`config.mk`:
```
export PLATFORM = sky130hd
export DESIGN_NAME = nco_clkgen
export DESIGN_NICKNAME = d
export VERILOG_FILES = /design/src/rtl/nco_clkgen.sv
export SDC_FILE = /design/constraint.sdc
export NUM_CORES = 1
export LEC_CHECK = 0
export CAP_MARGIN = 20
export CORE_ASPECT_RATIO = 0.9
export CORE_MARGIN = 8
export CORE_UTILIZATION = 30
export CTS_CLUSTER_DIAMETER = 200
export DETAILED_ROUTE_END_ITERATION = 10
export PLACE_DENSITY = 0.52
export SYNTH_ARGS = -nofsm -noshare
export SYNTH_HDL_FRONTEND = slang
export SYNTH_SLANG_ARGS = --single-unit
```
`constraint.sdc`:
```
create_clock -name clkin -period 13.98 [get_ports clkin]
set_input_delay 1.398 -clock clkin [delete_from_list [all_inputs] [get_ports clkin]]
set_output_delay 1.398 -clock clkin [all_outputs]
set_load 0.02 [all_outputs]
```
`src/rtl/nco_clkgen.sv`:
```
// nco_clkgen -- numerically controlled clock generator.
//
// A phase accumulator advances by fcw_cur on every enabled clkin edge, and
// clkout is its registered MSB, so f_out = fcw_cur / 2^ACC_W * f_clkin.
// A new target FCW is accepted through a valid/ready handshake. It is either
// applied at once (step 0, or the target already equals fcw_cur) or approached
// linearly by step_in per cycle. The ramp saturates at the target, so it never
// overshoots and never wraps. The accumulator runs independently of the ramp
// FSM, which keeps frequency changes phase-continuous.
//
// Ports:
//   clkin        sole clock, rising edge
//   rst_n        synchronous active-low reset
//   cfg_valid    new target FCW / step offered
//   cfg_ready    configuration can be accepted (IDLE or HOLD)
//   fcw_in       target frequency control word
//   step_in      ramp increment per cycle, 0 = jump
//   en           accumulator advance enable
//   clkout       synthesized clock (registered accumulator MSB)
//   clkout_rise  one-cycle pulse on the cycle clkout goes 0->1
//   fcw_cur      frequency control word currently applied
//   busy         ramp in progress
//   settled      fcw_cur equals the last accepted target
module nco_clkgen #(
  parameter int ACC_W  = 32,
  parameter int STEP_W = 16
) (
  input  logic              clkin,
  input  logic              rst_n,
  input  logic              cfg_valid,
  output logic              cfg_ready,
  input  logic [ACC_W-1:0]  fcw_in,
  input  logic [STEP_W-1:0] step_in,
  input  logic              en,
  output logic              clkout,
  output logic              clkout_rise,
  output logic [ACC_W-1:0]  fcw_cur,
  output logic              busy,
  output logic              settled
);

  localparam int EXT_W = ACC_W + 1;

  typedef enum logic [1:0] {
    IDLE = 2'd0,
    RAMP = 2'd1,
    HOLD = 2'd2
  } state_t;

  state_t             state, state_nxt;
  logic [ACC_W-1:0]   tgt, tgt_nxt;
  logic [STEP_W-1:0]  stp, stp_nxt;
  logic [ACC_W-1:0]   fcw_nxt;
  logic [ACC_W-1:0]   acc, acc_nxt;
  logic               accept;

  // One ramp step from cur toward target, saturated at target. The extra bit
  // catches both the carry above 2^ACC_W and the borrow below zero, so the
  // result can neither wrap nor pass the target.
  function automatic logic [ACC_W-1:0] ramp_step(
    input logic [ACC_W-1:0]  cur,
    input logic [ACC_W-1:0]  target,
    input logic [STEP_W-1:0] step
  );
    logic [EXT_W-1:0] ext_step;
    logic [EXT_W-1:0] ext_cur;
    logic [EXT_W-1:0] ext_tgt;
    logic [EXT_W-1:0] moved;
    ext_step = EXT_W'(step);
    ext_cur  = {1'b0, cur};
    ext_tgt  = {1'b0, target};
    if (target > cur) begin
      moved = ext_cur + ext_step;
      ramp_step = (moved > ext_tgt) ? target : moved[ACC_W-1:0];
    end else begin
      moved = ext_cur - ext_step;
      // moved[ACC_W] set means the subtraction borrowed below zero
      ramp_step = (moved[ACC_W] || (moved < ext_tgt)) ? target : moved[ACC_W-1:0];
    end
  endfunction

  assign cfg_ready = (state != RAMP);
  assign busy      = (state == RAMP);
  assign settled   = (state == HOLD);
  assign accept    = cfg_valid && cfg_ready;

  // The first ramp step is taken on the accept edge itself, so a jump and a
  // single-step ramp both land one cycle after the handshake.
  always_comb begin
    state_nxt = state;
    tgt_nxt   = tgt;
    stp_nxt   = stp;
    fcw_nxt   = fcw_cur;
    case (state)
      IDLE, HOLD: begin
        if (accept) begin
          tgt_nxt = fcw_in;
          stp_nxt = step_in;
          if ((step_in == '0) || (fcw_in == fcw_cur)) begin
            fcw_nxt   = fcw_in;
            state_nxt = HOLD;
          end else begin
            fcw_nxt   = ramp_step(fcw_cur, fcw_in, step_in);
            state_nxt = (fcw_nxt == fcw_in) ? HOLD : RAMP;
          end
        end
      end
      RAMP: begin
        fcw_nxt = ramp_step(fcw_cur, tgt, stp);
        if (fcw_nxt == tgt) begin
          state_nxt = HOLD;
        end
      end
      default: state_nxt = IDLE;
    endcase
  end

  // Adds the registered fcw_cur: an FCW change affects the next increment.
  assign acc_nxt = en ? (acc + fcw_cur) : acc;

  // ---- control / phase registers ----
  always_ff @(posedge clkin) begin
    if (!rst_n) begin
      state       <= IDLE;
      fcw_cur     <= '0;
      acc         <= '0;
      clkout      <= 1'b0;
      clkout_rise <= 1'b0;
    end else begin
      state       <= state_nxt;
      fcw_cur     <= fcw_nxt;
      acc         <= acc_nxt;
      clkout      <= acc_nxt[ACC_W-1];
      clkout_rise <= en && !clkout && acc_nxt[ACC_W-1];
    end
  end

  // ---- latched target / step (only read while ramping) ----
  always_ff @(posedge clkin) begin
    tgt <= tgt_nxt;
    stp <= stp_nxt;
  end

endmodule

```
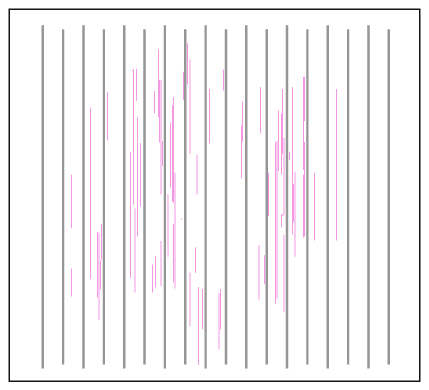
Figure 1: run 1, M4 wires.
Scale: 1.5 px per micron. Supply wires on this layer in gray.
main direction: vertical
nets with wire on the layer: 54
total wire length: 80490 microns
via count: 18490

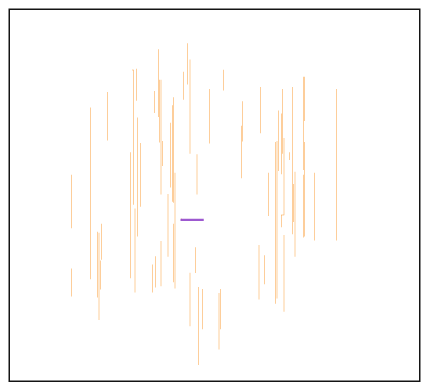
Figure 2: run 1, wiring by layer.
Scale: 1.5 px per micron. Two of the layers only.
legend:
  met5:
    color: purple
    wire_length: 13.8 microns
  met4:
    color: orange
    wire_length: 2840 microns
Routed WL per cell: 25.86 microns
gr usage total: 0.2296

==> results_slide.txt, run 1 <==
Key Metrics from the Run

Placed design
  • HPWL after detailed placement: 65720 microns
  • Gpl congestion: 1.021
  • Pre-CTS setup slack: 4.233 ns

Worst hold path
  • Hold wc startpoint: acc[31]$_SDFF_PN0_
  • End of the worst hold path: acc[31]$_SDFF_PN0_

STA
  • Final worst path period need: 9.353 ns
  • Max_slew headroom: 0.1690
  • Clock Skew: 0.01158 ns
  • Worst-margin pin slew: 1.215 ns

Synth
  • Area leader, netlist: ha_1
  • Yosys reg bits: 115
  • Synthesized instance count: 2281

CTS
  • CTS root buf: clkbuf_16
  • Clock Latency Late Sink: 0.45 ns
  • Bufs on Longest Clock Path: 2

Final layout
  • Antenna cells: 0
  • Area grow syn2layout: 12.59%

Worst setup path
  • CP endpoint kind: register
  • RR Startpoint: fcw_cur[0]$_SDFFE_PN0P_

Route
  • Post-DRT Antenna Nets: 0
  • DR vias/cell: 5.939

Pwr
  • Maximum VDD drop: 70.27 uV
  • Cell Pwr Density: 156.5 nW/um^2

Global routing
  • Number of antenna violations at the first check in global routing: 1
  • Pin count of the biggest net entering global routing: 69
  • First-pass GRT wire length: 117100 microns

Run status
  • Status: completed

Die
  • CORE AREA: 58540 sq um
  • I/O pin count: 89
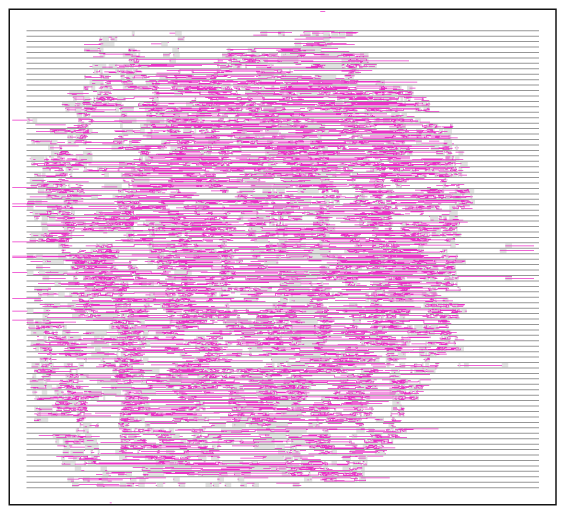
Figure 3: run 1, M1 wires.
Scale: 2 px per micron. Supply wires on this layer in gray.
longest straight run: 80.0 microns
nets with wire on the layer: 2539
share of all routed wire: 45%
wire length on this layer: 35.9 mm
met1 Usage GRT: 0.3094

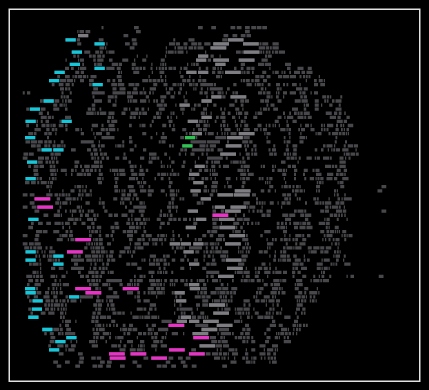
Figure 4: run 1, sequential cells colored by netlist name.
Scale: 1.5 px per micron. Other sequential cells in the stronger gray, the rest of the logic in the fainter gray.
legend:
  acc:
    color: cyan
    flops: 32
    where: a vertical strip on the left
  stp:
    color: magenta
    flops: 16
  state:
    color: green
    flops: 2
not colored: 65
sequential cell area: 2783 sq um
Seq area share: 0.1390
final core utilization: 0.3421
Seq power: 501 uW

[run 1: worst max-delay path by stage]
stage / startpoint / endpoint / slack, ns / cells past startpoint
floorplan: step_in[10] / state[0]$_SDFFE_PN0P_ / 7.51 / 28
global placement: step_in[0] / state[0]$_SDFFE_PN0P_ / 4.34 / 26
detailed placement: step_in[0] / state[0]$_SDFFE_PN0P_ / 4.23 / 26
CTS: step_in[0] / state[0]$_SDFFE_PN0P_ / 4.68 / 26
global route: step_in[0] / state[0]$_SDFFE_PN0P_ / 4.32 / 26
finish: step_in[0] / state[0]$_SDFFE_PN0P_ / 4.63 / 26
[run 1: cell type report]
class | count | area (sq um)
clock inverters | 14 | 160.2
well taps | 774 | 968.4
clock buffers | 18 | 429.2
flip-flops and latches | 115 | 2783
repair buffers | 117 | 1092
fillers | 6162 | 38520
multi-input cells | 1866 | 13810
inverters | 209 | 784.5
[run 1: synth_stat cells, types with 9 or more instances]
master,count
a2111oi_0,15
a211oi_1,20
a21o_1,46
a21oi_1,185
a221oi_1,14
a22oi_1,20
a31oi_1,19
and3_1,13
buf_2,21
clkbuf_1,53
dfxtp_1,67
edfxtp_1,48
ha_1,285
inv_1,198
mux2i_1,23
nand2_1,133
nand2b_1,28
nand3_1,64
nand4_1,47
nor2_1,159
nor2b_1,57
nor3_1,45
nor4_1,22
o2111ai_1,14
o211ai_1,22
o21a_1,24
o21ai_0,113
o21bai_1,14
o221ai_1,34
o22ai_1,45
o31ai_1,14
or2_2,9
or3_1,15
xnor2_1,162
xor2_1,29
[run 1: state kept, by name, indices dropped and copies added, names as in the netlist]
signal / count
acc: 32
fcw_cur: 32
tgt: 32
clkout_rise: 1
stp: 16
state: 2
[run 1: power by group]
| group | internal (uW) | switching [uW] | total (uW) |
|---|---|---|---|
| Sequential | 399 | 102 | 501 |
| Combinational | 798 | 1370 | 2170 |
| Clock | 279 | 182 | 460 |
[run 1: cell families after synthesis]
logic type / after synthesis / share of synthesized area
buffers and inverters: 300 / 0.06739
xor gates and xnor gates: 193 / 0.09588
DFF: 115 / 0.1565
AOI/OAI and AO/OA: 711 / 0.2725
muxes: 25 / 0.01421
and+or+nand+nor: 647 / 0.1874
adders and majority gates: 290 / 0.2061
[run 1: routing by layer]
layer  up-vias  track usage
li1       8575            -
met1      8965       0.3094
met2       807       0.3677
met3       140      0.03689
met4         2      0.08172
met5         -            0
[run 1: critical path, delay by kind of cell]
| family | cells | cell delay [ns] |
|---|---|---|
| AND-OR/OR-AND | 11 | 4.02 |
| XOR/XNOR | 1 | 0.25 |
| adder cells (fa/ha/maj) | 3 | 0.94 |
| multiplexers | 1 | 0.39 |
| AND/OR/NAND/NOR | 6 | 1.48 |
| buffers and inverters | 4 | 1.20 |
[run 1: through the flow]
step,area [sq um],hold slack [ns],total power [uW],instances,util
final,20020,0.4716,3133,3113,0.3421
after global routing,20020,0.4965,3329,3113,0.3421
after CTS,20020,0.4779,3095,3112,0.3419
after detailed placement,19430,0.4685,2620,3080,0.3319
after global placement,19410,0.4530,2609,3078,0.3315
after floorplan,17790,0.4578,1912,2281,-
==> run 2: changes to the inputs <==
PLACE_DENSITY = 0.53   (was 0.52)
clock period = 8.2 ns   (was 13.98 ns; I/O delays follow)
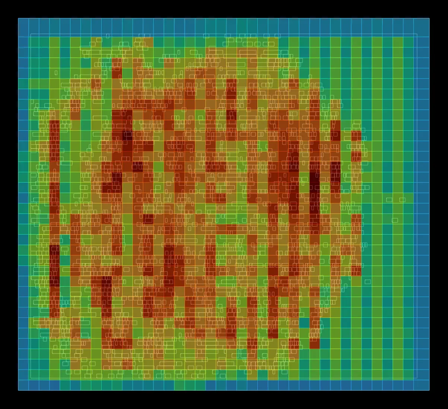
Figure 5: run 2, routing congestion map.
final core utilization: 0.3454
met1 Usage GRT: 0.3250
Routed WL per cell: 25.98 microns

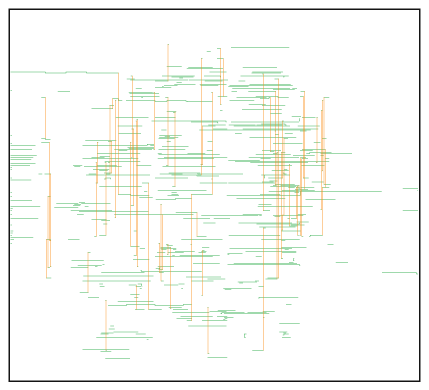
Figure 6: run 2, wiring by layer.
Scale: 1.5 px per micron. Two of the layers only.
legend:
  met3:
    color: green
    wire_length: 5380 microns
  met4:
    color: orange
    wire_length: 3050 microns
gr usage total: 0.2352
total wire length: 81530 microns
via count: 18670

==> results_slide.txt, run 2 <==
Key Metrics from the Run

Final layout
  • Antenna cells: 0 (unchanged)
  • Fillers: 6166 (+0.065%)
  • Top Registers: acc (32), fcw_cur (32), tgt (32)

Synth
  • Area leader, netlist: ha_1
  • Most frequent cells after synthesis: ha_1 (285), inv_1 (198), a21oi_1 (185), xnor2_1 (162), nor2_1 (159)
  • Flip-flops with a built-in enable: 48
  • Yosys cell count: 2281
  • Yosys reg bits: 115 (unchanged)
  • Synthesized instance count: 2281 (unchanged)

Route
  • Post-DRT Antenna Nets: 0 (unchanged)
  • DR vias/cell: 5.950 (+0.18%)

Global routing
  • Pin count of the biggest net entering global routing: 56 (-19%)
  • First-pass GRT wire length: 120100 microns (+2.5%)
  • Number of antenna violations at the first check in global routing: 0 (-1)

Worst hold path
  • End of the worst hold path: acc[31]$_SDFF_PN0_
  • Hold wc startpoint: acc[31]$_SDFF_PN0_

CTS
  • Bufs on Longest Clock Path: 2 (unchanged)
  • Clock Latency Late Sink: 0.45 ns (about the same)
  • CTS root buf: clkbuf_16

STA
  • Max_slew headroom: 0.2693 (+0.1004)
  • Clock Skew: 0.01484 ns (+0.003262 ns)
  • Worst-margin pin slew: 1.093 ns (-0.1219 ns)
  • Final worst path period need: 7.730 ns

Worst setup path
  • R2R cell count: 26
  • CP endpoint kind: register
  • RR Startpoint: fcw_cur[6]$_SDFFE_PN0P_
  • Reg2reg end: state[0]$_SDFFE_PN0P_

Run status
  • Status: completed

Die
  • Die X: 272.7 microns
  • I/O pin count: 89 (unchanged)
  • CORE AREA: 58540 sq um (unchanged)

Placed design
  • Gpl congestion: 1.005 (-1.5%)
  • HPWL after detailed placement: 66880 microns (+1.8%)

Pwr
  • Total power: 5385 uW (+72%)
  • Maximum VDD drop: 155.1 uV (+120%)
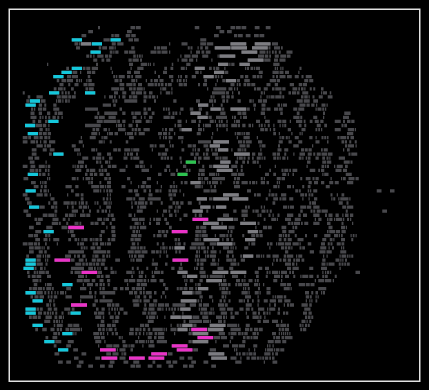
Figure 7: run 2, sequential cells colored by netlist name.
Scale: 1.5 px per micron. Other sequential cells in the stronger gray, the rest of the logic in the fainter gray.
Seq power: 841 uW
Seq area share: 0.1376

[run 2: logic make-up after synthesis]
family,synth area share
fa+ha+maj,0.2061
buf+inv,0.06739
simple gates,0.1874
xor+xnor,0.09588
flops,0.1565
compound gates,0.2725
mux,0.01421
[run 2: worst max-delay path by stage]
| stage | from | endpoint | slack [ns] |
|---|---|---|---|
| final | step_in[1] | state[0]$_SDFFE_PN0P_ | 0.47 |
| after detailed placement | step_in[1] | state[0]$_SDFFE_PN0P_ | 0.17 |
| after global placement | step_in[1] | state[0]$_SDFFE_PN0P_ | -0.003 |
| after CTS | step_in[1] | state[0]$_SDFFE_PN0P_ | 0.61 |
| after floorplan | step_in[10] | state[0]$_SDFFE_PN0P_ | 2.31 |
| after global routing | step_in[1] | state[0]$_SDFFE_PN0P_ | 0.16 |
[run 2: final cells by class]
type                       count  area [sq um]  share of cell area
clock buffer                  21         460.4             0.02277
clock inverter                10         132.6            0.006559
inverter                     209         784.5             0.03879
multi-input combinational   1866         13810              0.6828
sequential                   115          2783              0.1376
tap                          774         968.4             0.04789
timing repair buffer         143          1286             0.06361
[run 2: through the flow]
stage / utilization / instance area, sq um / instances / setup WS (ns) / hold WS [ns]
final: 0.3454 / 20220 / 3138 / 0.4698 / 0.4654
after global placement: 0.3351 / 19620 / 3106 / -0.002583 / 0.4545
after detailed placement: 0.3353 / 19630 / 3107 / 0.1685 / 0.4572
after floorplan: - / 17790 / 2281 / 2.311 / 0.4578
after global routing: 0.3454 / 20220 / 3138 / 0.1648 / 0.4817
after CTS: 0.3454 / 20220 / 3138 / 0.6137 / 0.4691
[run 2: critical path: stages]
cell and delay (ns):
clkdlybuf4s50_1 0.60, inv_1 0.12, ha_1 0.31, nor2b_1 0.06
o311ai_0 0.60, a31o_2 0.38, o2111ai_1 0.20, a31oi_1 0.21
buf_4 0.22, nor2_1 0.07, xnor2_1 0.40, inv_1 0.09
ha_1 0.31, nand4_1 0.21, nor4_1 0.60, o311ai_0 0.33
clkdlybuf4s18_2 0.32, nand2_1 0.09, nor4_1 0.06, a2bb2oi_2 0.18
and2b_4 0.33, nor2_1 0.44, o32ai_1 0.17, nor4_2 0.39
nand4_1 0.13, nor2_1 0.11, nor3_1 0.07, o21a_1 0.21
[run 2: metal layers]
| metal | wire [microns] | GRT usage | up-vias |
|---|---|---|---|
| met5 | 0 | 0 | - |
| met4 | 3051 | 0.08234 | 0 |
| met3 | 5378 | 0.02414 | 143 |
| met2 | 36010 | 0.3776 | 812 |
| met1 | 37090 | 0.3250 | 9098 |
| li1 | - | - | 8618 |
[run 2: power breakdown]
group | total [uW] | switching (uW) | internal [uW] | leakage (uW)
combinational | 3740 | 2350 | 1390 | 0.00728
sequential | 841 | 160 | 681 | 0.00101
clock | 805 | 315 | 490 | 0.000288
==> run 3: changes to the inputs <==
CORE_UTILIZATION = 40   (was 30)
PLACE_DENSITY = 0.65   (was 0.53)
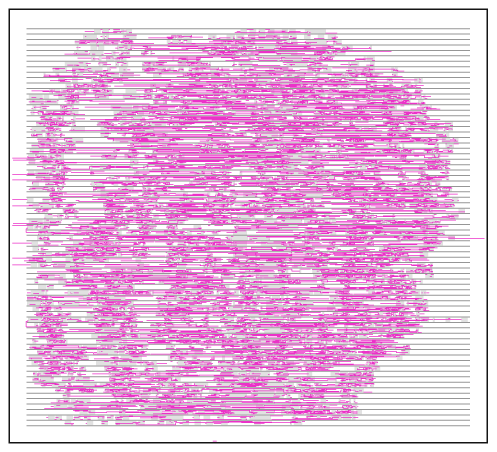
Figure 8: run 3, M1 wires.
Scale: 2 px per micron. Supply wires on this layer in gray.
total wire length: 77610 microns
via count: 18770
met1 Usage GRT: 0.3975

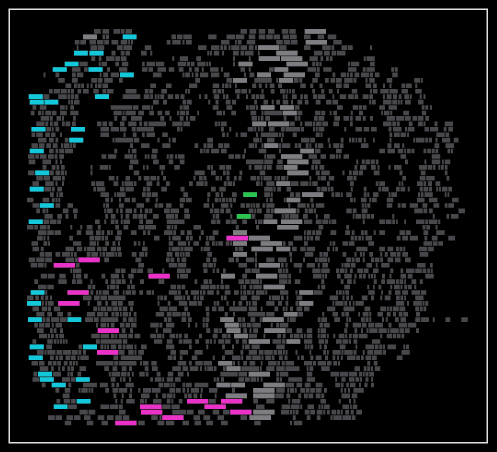
Figure 9: run 3, sequential cells colored by netlist name.
Scale: 2 px per micron. Other sequential cells in the stronger gray, the rest of the logic in the fainter gray.
legend:
  acc:
    color: cyan
    flops: 32
    where: a vertical strip on the left
  state:
    color: green
    flops: 2
  stp:
    color: magenta
    flops: 16
not colored: 65
Seq area share: 0.1390
Seq power: 833 uW

==> results_slide.txt, run 3 <==
Key Metrics from the Run

Run status
  • Status: completed

Placed design
  • Dpl cells: 2937 (-5.5%)
  • Gpl congestion: 0.9915 (-1.3%)
  • HPWL after detailed placement: 63180 microns (-5.5%)

Final layout
  • Layout Cells excl Fill: 2970 (-5.4%)
  • Sequential cell area: 2783 sq um (unchanged)
  • MI comb area: 13810 sq um (unchanged)

STA
  • Final worst path period need: 7.491 ns (-0.2390 ns)
  • Final hold slack: 0.4730 ns (+0.007607 ns)
  • Clock Skew: 0.01347 ns (-0.001375 ns)
  • Final worst slack: 0.7089 ns (+0.2390 ns)

Worst setup path
  • Critical path origin: step_in[1]
  • RR Startpoint: fcw_cur[1]$_SDFFE_PN0P_
  • Family with the most delay on the worst path: AND-OR/OR-AND gates
  • Slowest-stage cell, CP: clkdlybuf4s50_1
  • CP endpoint kind: register
  • R2R cell count: 24 (-7.7%)
  • WP depth: 26 (-7.1%)
  • Critical path's most frequent cell: nor4_1

Die
  • CORE AREA: 44020 sq um (-25%)
  • Die X: 238.3 microns (-13%)

Worst hold path
  • Hold wc startpoint: acc[31]$_SDFF_PN0_

Pwr
  • Sequential group share of total power: 0.155 (about the same)
  • Maximum VDD drop: 163.7 uV (+5.5%)
  • Comb power frac: 0.700 (+0.006)
  • Total internal power: 2561 uW (about the same)

Synth
  • Synthesized instance count: 2281 (unchanged)
  • Yosys reg bits: 115 (unchanged)
  • Flip-flops with a built-in enable: 48 (unchanged)
  • Yosys cell count: 2281 (unchanged)
  • Yosys simple share: 0.1874 (unchanged)
  • Most frequent cells after synthesis: ha_1 (285), inv_1 (198), a21oi_1 (185), xnor2_1 (162), nor2_1 (159)
  • Mux share: 0.01421 (unchanged)
  • Yosys aoi share: 0.2725 (unchanged)

Global routing
  • First-pass GRT wire length: 115200 microns (-4.1%)
  • Number of antenna violations at the first check in global routing: 0 (unchanged)
  • Pin count of the biggest net entering global routing: 69 (+23%)

Route
  • DR vias/cell: 6.320 (+6.2%)

CTS
  • Bufs on Longest Clock Path: 2 (unchanged)
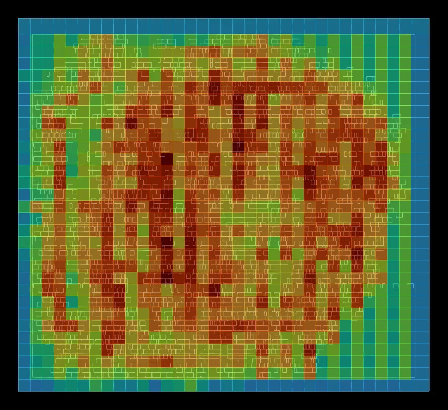
Figure 10: run 3, routing congestion map.
most used routing layer: met2
gr usage total: 0.2932
Routed WL per cell: 26.13 microns
met2 Use GR: 0.4503

## run 3: cell counts after synthesis
No cell type changed its count.
## run 3: how the worst min path moves through the flow
stage / slack [ns] / to / cells after the start
after floorplan: 0.46 / acc[15]$_SDFFE_PN0P_ / 1
after global placement: 0.45 / acc[31]$_SDFF_PN0_ / 2
after detailed placement: 0.47 / acc[31]$_SDFF_PN0_ / 2
after CTS: 0.48 / acc[31]$_SDFF_PN0_ / 2
after global routing: 0.50 / acc[15]$_SDFFE_PN0P_ / 1
final: 0.47 / acc[31]$_SDFF_PN0_ / 2
## run 3: area by class of cell
class / instances / area share
inverter: 209 / 0.03919
antenna: 1 / 0.0001250
timing repair buffer: 147 / 0.06563
clock buffer: 20 / 0.02181
sequential: 115 / 0.1390
tap: 600 / 0.03750
clock inverter: 12 / 0.007063
multi-input combinational: 1866 / 0.6897
## run 3: metal layers
layer  vias up  GRT usage  routed length (microns)
met1      9017     0.3975                    33380
met4         0     0.1246                     3383
met3       175    0.05439                     7259
met5         -          0                        0
li1       8622          -                        -
met2       955     0.4503                    33580
## run 3: cells by family (layout without fill, tap and decap cells)
kind of cell	count (synthesis)	after routing
muxes	25	25
DFF	115	115
xor gates and xnor gates	193	193
and+or+nand+nor	647	647
buffers and inverters	300	388
other	0	1
AOI/OAI and AO/OA	711	711
adders and majority gates	290	290
## run 3: through the flow
step                utilization  power, uW
floorplan                     -       3260
global placement         0.4415       4461
detailed placement       0.4415       4481
CTS                      0.4547       5278
global route             0.4547       5716
finish                   0.4547       5375
## run 3: power by group through the flow
stage	combinational [uW]	clock (uW)	sequential, uW
2_1_floorplan	2450	0	808
3_3_place_gp	3630	0	834
3_5_place_dp	3640	0	836
4_1_cts	3670	786	824
5_1_grt	4070	812	838
6_report	3760	778	833
## run 3: worst register-to-register path, delay by kind of cell (launching register included)
family / cells / cell delay [ns]
simple gates: 5 / 1.25
fa+ha+maj: 2 / 0.89
buf+inv: 2 / 0.60
flops: 1 / 0.75
compound gates: 14 / 3.41
xor+xnor: 1 / 0.21
No activity file was given, so power comes from the tool's default toggle rates.
